## src/rtl/fe_capture_multi.sv

```systemverilog
// fe_capture_multi: round-robin multi-channel front-end event capture with delta timestamps.
// Define FE_CAPTURE_DROP_COUNT_EN to implement the saturating lost-event counter.
`ifndef FE_FIFO_CMD_TIME
`define FE_FIFO_CMD_TIME 2'b10
`endif

module fe_capture_multi #(
    parameter int pCHANNELS          = 4,
    parameter int pTIMESTAMP_WIDTH   = 16,
    parameter int pCAPTURE_LEN_WIDTH = 24,
    parameter int pCH_WIDTH          = (pCHANNELS > 1) ? $clog2(pCHANNELS) : 1
) (
    input  logic                          fe_clk,
    input  logic                          reset_i,
    input  logic [pCHANNELS-1:0]          I_event,
    input  logic [2*pCHANNELS-1:0]        I_data_cmd,
    input  logic                          I_arm,
    input  logic                          I_capture_enable,
    input  logic [pCAPTURE_LEN_WIDTH-1:0] I_capture_len,
    input  logic [pTIMESTAMP_WIDTH-1:0]   I_max_timestamp,
    input  logic                          I_timestamps_disable,
    input  logic                          I_fifo_full,
    output logic                          O_fifo_wr,
    output logic [1:0]                    O_fifo_command,
    output logic [pCH_WIDTH-1:0]          O_fifo_channel,
    output logic [pTIMESTAMP_WIDTH-1:0]   O_fifo_time,
    output logic                          O_capturing,
    output logic                          O_capture_done,
    output logic [15:0]                   O_dropped_count
);
    typedef enum logic [1:0] {S_IDLE, S_ARMED, S_CAPTURE, S_DONE} state_t;

    state_t                          state_q, state_d;
    logic                            arm_q;
    logic [pCHANNELS-1:0]            event_q, event_d;
    logic [2*pCHANNELS-1:0]          cmd_in_q;
    logic [pCHANNELS-1:0]            pending_q, pending_d;
    logic [2*pCHANNELS-1:0]          cmd_q, cmd_d;
    logic [pCH_WIDTH-1:0]            last_q, last_d;
    logic [pCAPTURE_LEN_WIDTH-1:0]   wr_cnt_q, wr_cnt_d;
    logic [pTIMESTAMP_WIDTH-1:0]     ts_q, ts_d;
    logic                            wr_q, wr_d;
    logic [1:0]                      fcmd_q, fcmd_d;
    logic [pCH_WIDTH-1:0]            chan_q, chan_d;
    logic [pTIMESTAMP_WIDTH-1:0]     time_q, time_d;
    logic                            capturing_q, capturing_d;
    logic                            done_q, done_d;

    logic                 capturing, arm_rise, len_hit, can_write;
    logic                 grant_vld, data_wr, time_wr, any_wr;
    logic [pCH_WIDTH-1:0] grant_idx;
    logic [pCHANNELS-1:0] gnt, blocked;

    // Round-robin search starting one past the last granted channel
    always_comb begin : arb
        int k;
        logic [pCH_WIDTH-1:0] idx;
        grant_vld = 1'b0;
        grant_idx = '0;
        k = 0;
        idx = '0;
        for (int i = 1; i <= pCHANNELS; i++) begin
            k = int'(last_q) + i;
            if (k >= pCHANNELS) k = k - pCHANNELS;
            idx = pCH_WIDTH'(k);
            if (!grant_vld && pending_q[idx]) begin
                grant_vld = 1'b1;
                grant_idx = idx;
            end
        end
    end

    always_comb begin
        capturing = (state_q == S_CAPTURE);
        arm_rise  = I_arm && !arm_q;
        len_hit   = (I_capture_len != '0) && (wr_cnt_q >= I_capture_len);
        can_write = capturing && !I_fifo_full && !len_hit;
        data_wr   = can_write && grant_vld;
        time_wr   = can_write && !grant_vld && !I_timestamps_disable
                    && (ts_q == I_max_timestamp);
        any_wr    = data_wr || time_wr;

        gnt = '0;
        if (data_wr) gnt[grant_idx] = 1'b1;
        blocked = pending_q & ~gnt;

        event_d   = capturing ? I_event : '0;
        pending_d = pending_q;
        cmd_d     = cmd_q;
        last_d    = last_q;
        wr_cnt_d  = wr_cnt_q;
        ts_d      = ts_q;

        if (state_q == S_ARMED) begin
            pending_d = '0;
            last_d    = pCH_WIDTH'(pCHANNELS - 1);
            wr_cnt_d  = '0;
            ts_d      = pTIMESTAMP_WIDTH'(1);
        end else if (capturing) begin
            pending_d = blocked | event_q;
            for (int n = 0; n < pCHANNELS; n++) begin
                if (event_q[n] && !blocked[n]) cmd_d[2*n +: 2] = cmd_in_q[2*n +: 2];
            end
            if (data_wr) last_d = grant_idx;
            if (any_wr) begin
                wr_cnt_d = wr_cnt_q + pCAPTURE_LEN_WIDTH'(1);
                ts_d     = pTIMESTAMP_WIDTH'(1);
            end else if (ts_q < I_max_timestamp) begin
                ts_d = ts_q + pTIMESTAMP_WIDTH'(1);
            end
        end

        state_d = state_q;
        case (state_q)
            S_ARMED:   if (I_capture_enable) state_d = S_CAPTURE;
            S_CAPTURE: if (!I_capture_enable ||
                           ((I_capture_len != '0) && (wr_cnt_d >= I_capture_len)))
                           state_d = S_DONE;
            S_DONE:    if (!I_arm) state_d = S_IDLE;
            default:   state_d = state_q;
        endcase
        if (arm_rise) state_d = S_ARMED;

        wr_d   = any_wr;
        fcmd_d = data_wr ? cmd_q[{grant_idx, 1'b0} +: 2]
               : (time_wr ? `FE_FIFO_CMD_TIME : 2'b00);
        chan_d = data_wr ? grant_idx : '0;
        time_d = (any_wr && !I_timestamps_disable) ? ts_q : '0;

        capturing_d = capturing;
        done_d      = (state_q == S_IDLE) || (state_q == S_DONE);
    end

    always_ff @(posedge fe_clk) begin
        if (reset_i) begin
            state_q     <= S_IDLE;
            arm_q       <= 1'b0;
            event_q     <= '0;
            cmd_in_q    <= '0;
            pending_q   <= '0;
            cmd_q       <= '0;
            last_q      <= pCH_WIDTH'(pCHANNELS - 1);
            wr_cnt_q    <= '0;
            ts_q        <= pTIMESTAMP_WIDTH'(1);
            wr_q        <= 1'b0;
            fcmd_q      <= '0;
            chan_q      <= '0;
            time_q      <= '0;
            capturing_q <= 1'b0;
            done_q      <= 1'b1;
        end else begin
            state_q     <= state_d;
            arm_q       <= I_arm;
            event_q     <= event_d;
            cmd_in_q    <= I_data_cmd;
            pending_q   <= pending_d;
            cmd_q       <= cmd_d;
            last_q      <= last_d;
            wr_cnt_q    <= wr_cnt_d;
            ts_q        <= ts_d;
            wr_q        <= wr_d;
            fcmd_q      <= fcmd_d;
            chan_q      <= chan_d;
            time_q      <= time_d;
            capturing_q <= capturing_d;
            done_q      <= done_d;
        end
    end

`ifdef FE_CAPTURE_DROP_COUNT_EN
    logic [15:0] drop_cnt_q, drop_cnt_d;

    // Several channels can lose an event in the same cycle
    always_comb begin : drop_sum
        logic [16:0] sum;
        sum = {1'b0, drop_cnt_q};
        for (int n = 0; n < pCHANNELS; n++) begin
            sum = sum + 17'(capturing && event_q[n] && blocked[n]);
        end
        if (state_q == S_ARMED) drop_cnt_d = '0;
        else                    drop_cnt_d = sum[16] ? 16'hFFFF : sum[15:0];
    end

    always_ff @(posedge fe_clk) begin
        if (reset_i) drop_cnt_q <= '0;
        else         drop_cnt_q <= drop_cnt_d;
    end

    assign O_dropped_count = drop_cnt_q;
`else
    assign O_dropped_count = '0;
`endif

    assign O_fifo_wr      = wr_q;
    assign O_fifo_command = fcmd_q;
    assign O_fifo_channel = chan_q;
    assign O_fifo_time    = time_q;
    assign O_capturing    = capturing_q;
    assign O_capture_done = done_q;

endmodule
```

## config.mk

```make
export PLATFORM = sky130hd
export DESIGN_NAME = fe_capture_multi
export DESIGN_NICKNAME = d
export VERILOG_FILES = /design/src/rtl/fe_capture_multi.sv
export SDC_FILE = /design/constraint.sdc
export NUM_CORES = 1
export LEC_CHECK = 0
export ABC_AREA = 1
export CORE_UTILIZATION = 55
export DETAILED_ROUTE_END_ITERATION = 12
export PLACE_DENSITY = 0.81
export SYNTH_ARGS = -nofsm -noshare
export SYNTH_HDL_FRONTEND = slang
export SYNTH_SLANG_ARGS = --single-unit
```

## constraint.sdc

```tcl
create_clock -name fe_clk -period 4.7 [get_ports fe_clk]
set_input_delay 0.94 -clock fe_clk [delete_from_list [all_inputs] [get_ports fe_clk]]
set_output_delay 0.94 -clock fe_clk [all_outputs]
set_load 0.02 [all_outputs]
```

==> qor.csv <==
metric,value,unit
avgSynthCellArea,6.77,µm²
relSlewSlack,0.444,
die_h,108,µm
largest_class,combinational gates,
cp-start-kind,input port,
drc,0,
grt_pass1_wl,24800,µm
seq_share,0.248,
design_area,0.00744,mm²
logic_area,0.00370,mm²
core,0.0109,mm²
dr.first_iter.drc_count,420,
critPathMaxFanout,13,
ys_ff,92,
yosys.area.top_type_share,0.297,
post-cts-setup-buffers,0,
vias_per_cell,5.20,
worstMarginPinSlew,0.833,ns
regMostFlops,wr_cnt_q,
top_power_group,sequential cells,
yosys_area,0.00621,mm²
ys_cells,917,
grt_pass1_vias,5450,
num_rows,38,
slowest_stage,clkdlybuf4s50_1,
outcome,finished clean,
antenna_cells,0,
ys_sh_xor,0.0296,
clkTransAtPathRegs,0.07,ns
ys_seq_frac,0.297,
power-per-cell-area,251,mW/mm²
syn_to_final_growth,19.8,%
dr.pass1.iters,5,
flops,92,
combinationalPowerShare,0.155,
swShare,0.288,
ys.flop_type,dfxtp_1,
cts_sinks,92,
wire_per_inst,13.0,µm
globalRoute.totalOverflow,0,
p_seq_frac,0.431,
largest_reg_flops,24,
skew,0.00924,ns
cp.arrival,4.54,ns
cts_resized,0,
path_buffers,4,
slew_viol_final,0,
simple_gate_share,0.313,
seq_cell_power,0.000806,W
cts_tree,done,
fp_util,0.568,
die_w,108,µm
hold_class,reg2reg,
crit_top_cell,nand2_1,
clk_latency,0.35,ns
drive_gt1_frac,0.0637,
final_cells,1144,
rsz0062_at_grt,no,
p_int,0.00133,W
fa_ha_area_frac,0.143,
setup_slack,0.404,ns
yosysMostFrequentCell,nand2_1,
p_leak,3.37,nW
worst_setup_path_end_kind,register,
fill_cells,980,
grt_max_degree,30,
taps,140,
crit_cells,29,
hold_viol_final,0,
cts_buffer_depth,2,
area_leaders,"dfxtp_1 30%, ha_1 14%, nand2_1 11%",
clk-power,0.000774,W
htreeDepth,3,
crit_family,simple AND/OR/NAND/NOR gates,
place_ws,-0.0104,ns
yosys.area_share.aoi,0.0966,
logic_family,simple AND/OR/NAND/NOR gates,
dpl-instance-area,0.00710,mm²
==> through the flow <==
step / TNS [ns] / util / hold slack, ns
finish: 0 / 0.680 / 0.467
global route: 0 / 0.680 / 0.486
CTS: 0 / 0.678 / 0.469
detailed placement: -0.0147 / 0.649 / 0.458
global placement: 0 / 0.649 / 0.453
floorplan: 0 / - / 0.439
==> worst paths after layout <==
check,slack [ns],end,startpoint
max reg2reg,1.14,state_q[1],wr_cnt_q[19]
min,0.47,cmd_q[5],cmd_in_q[5]
max,0.40,state_q[1],I_capture_len[22]
min reg2reg,0.47,cmd_q[5],cmd_in_q[5]
==> per-layer routing <==
metal	global-route usage	part of all wire	vias to the layer above
met1	0.357	0.47	2656
met5	0	0	-
met4	0.0871	0.014	0
met2	0.448	0.45	188
met3	0.0476	0.066	18
li1	-	-	3090
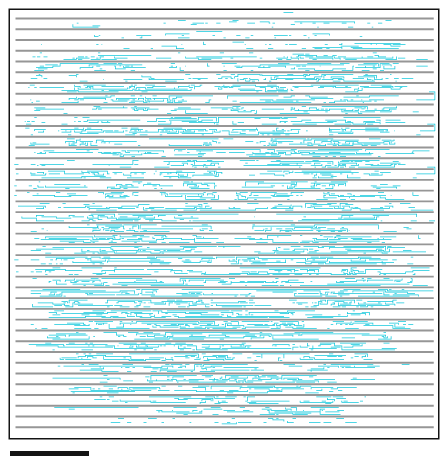
*Met1 routing*
Bar = 20 µm. Supply wires on this layer in grey.
The longest straight run is 37.3 µm. The layer carries 6,930 µm of wire.
routed via count: 5,952
met1 usage: 0.357
DRT Wirelength: 14,900 µm

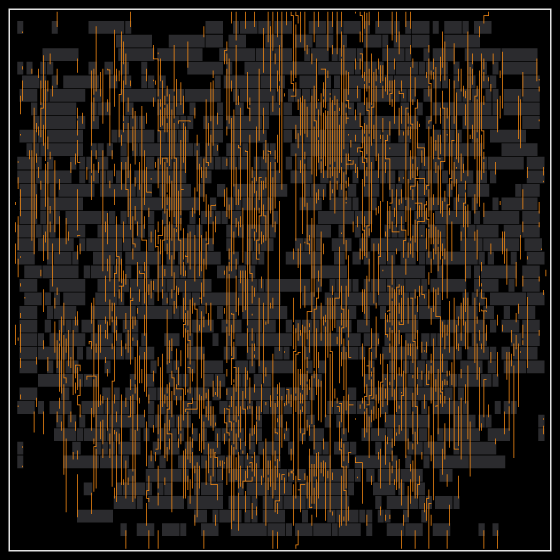
*Metal 2*
876 nets have wire on it. The layer carries 6,770 µm of wire. The layer holds 45% of the routed length.

No activity file was given, so power comes from the tool's default toggle rates.
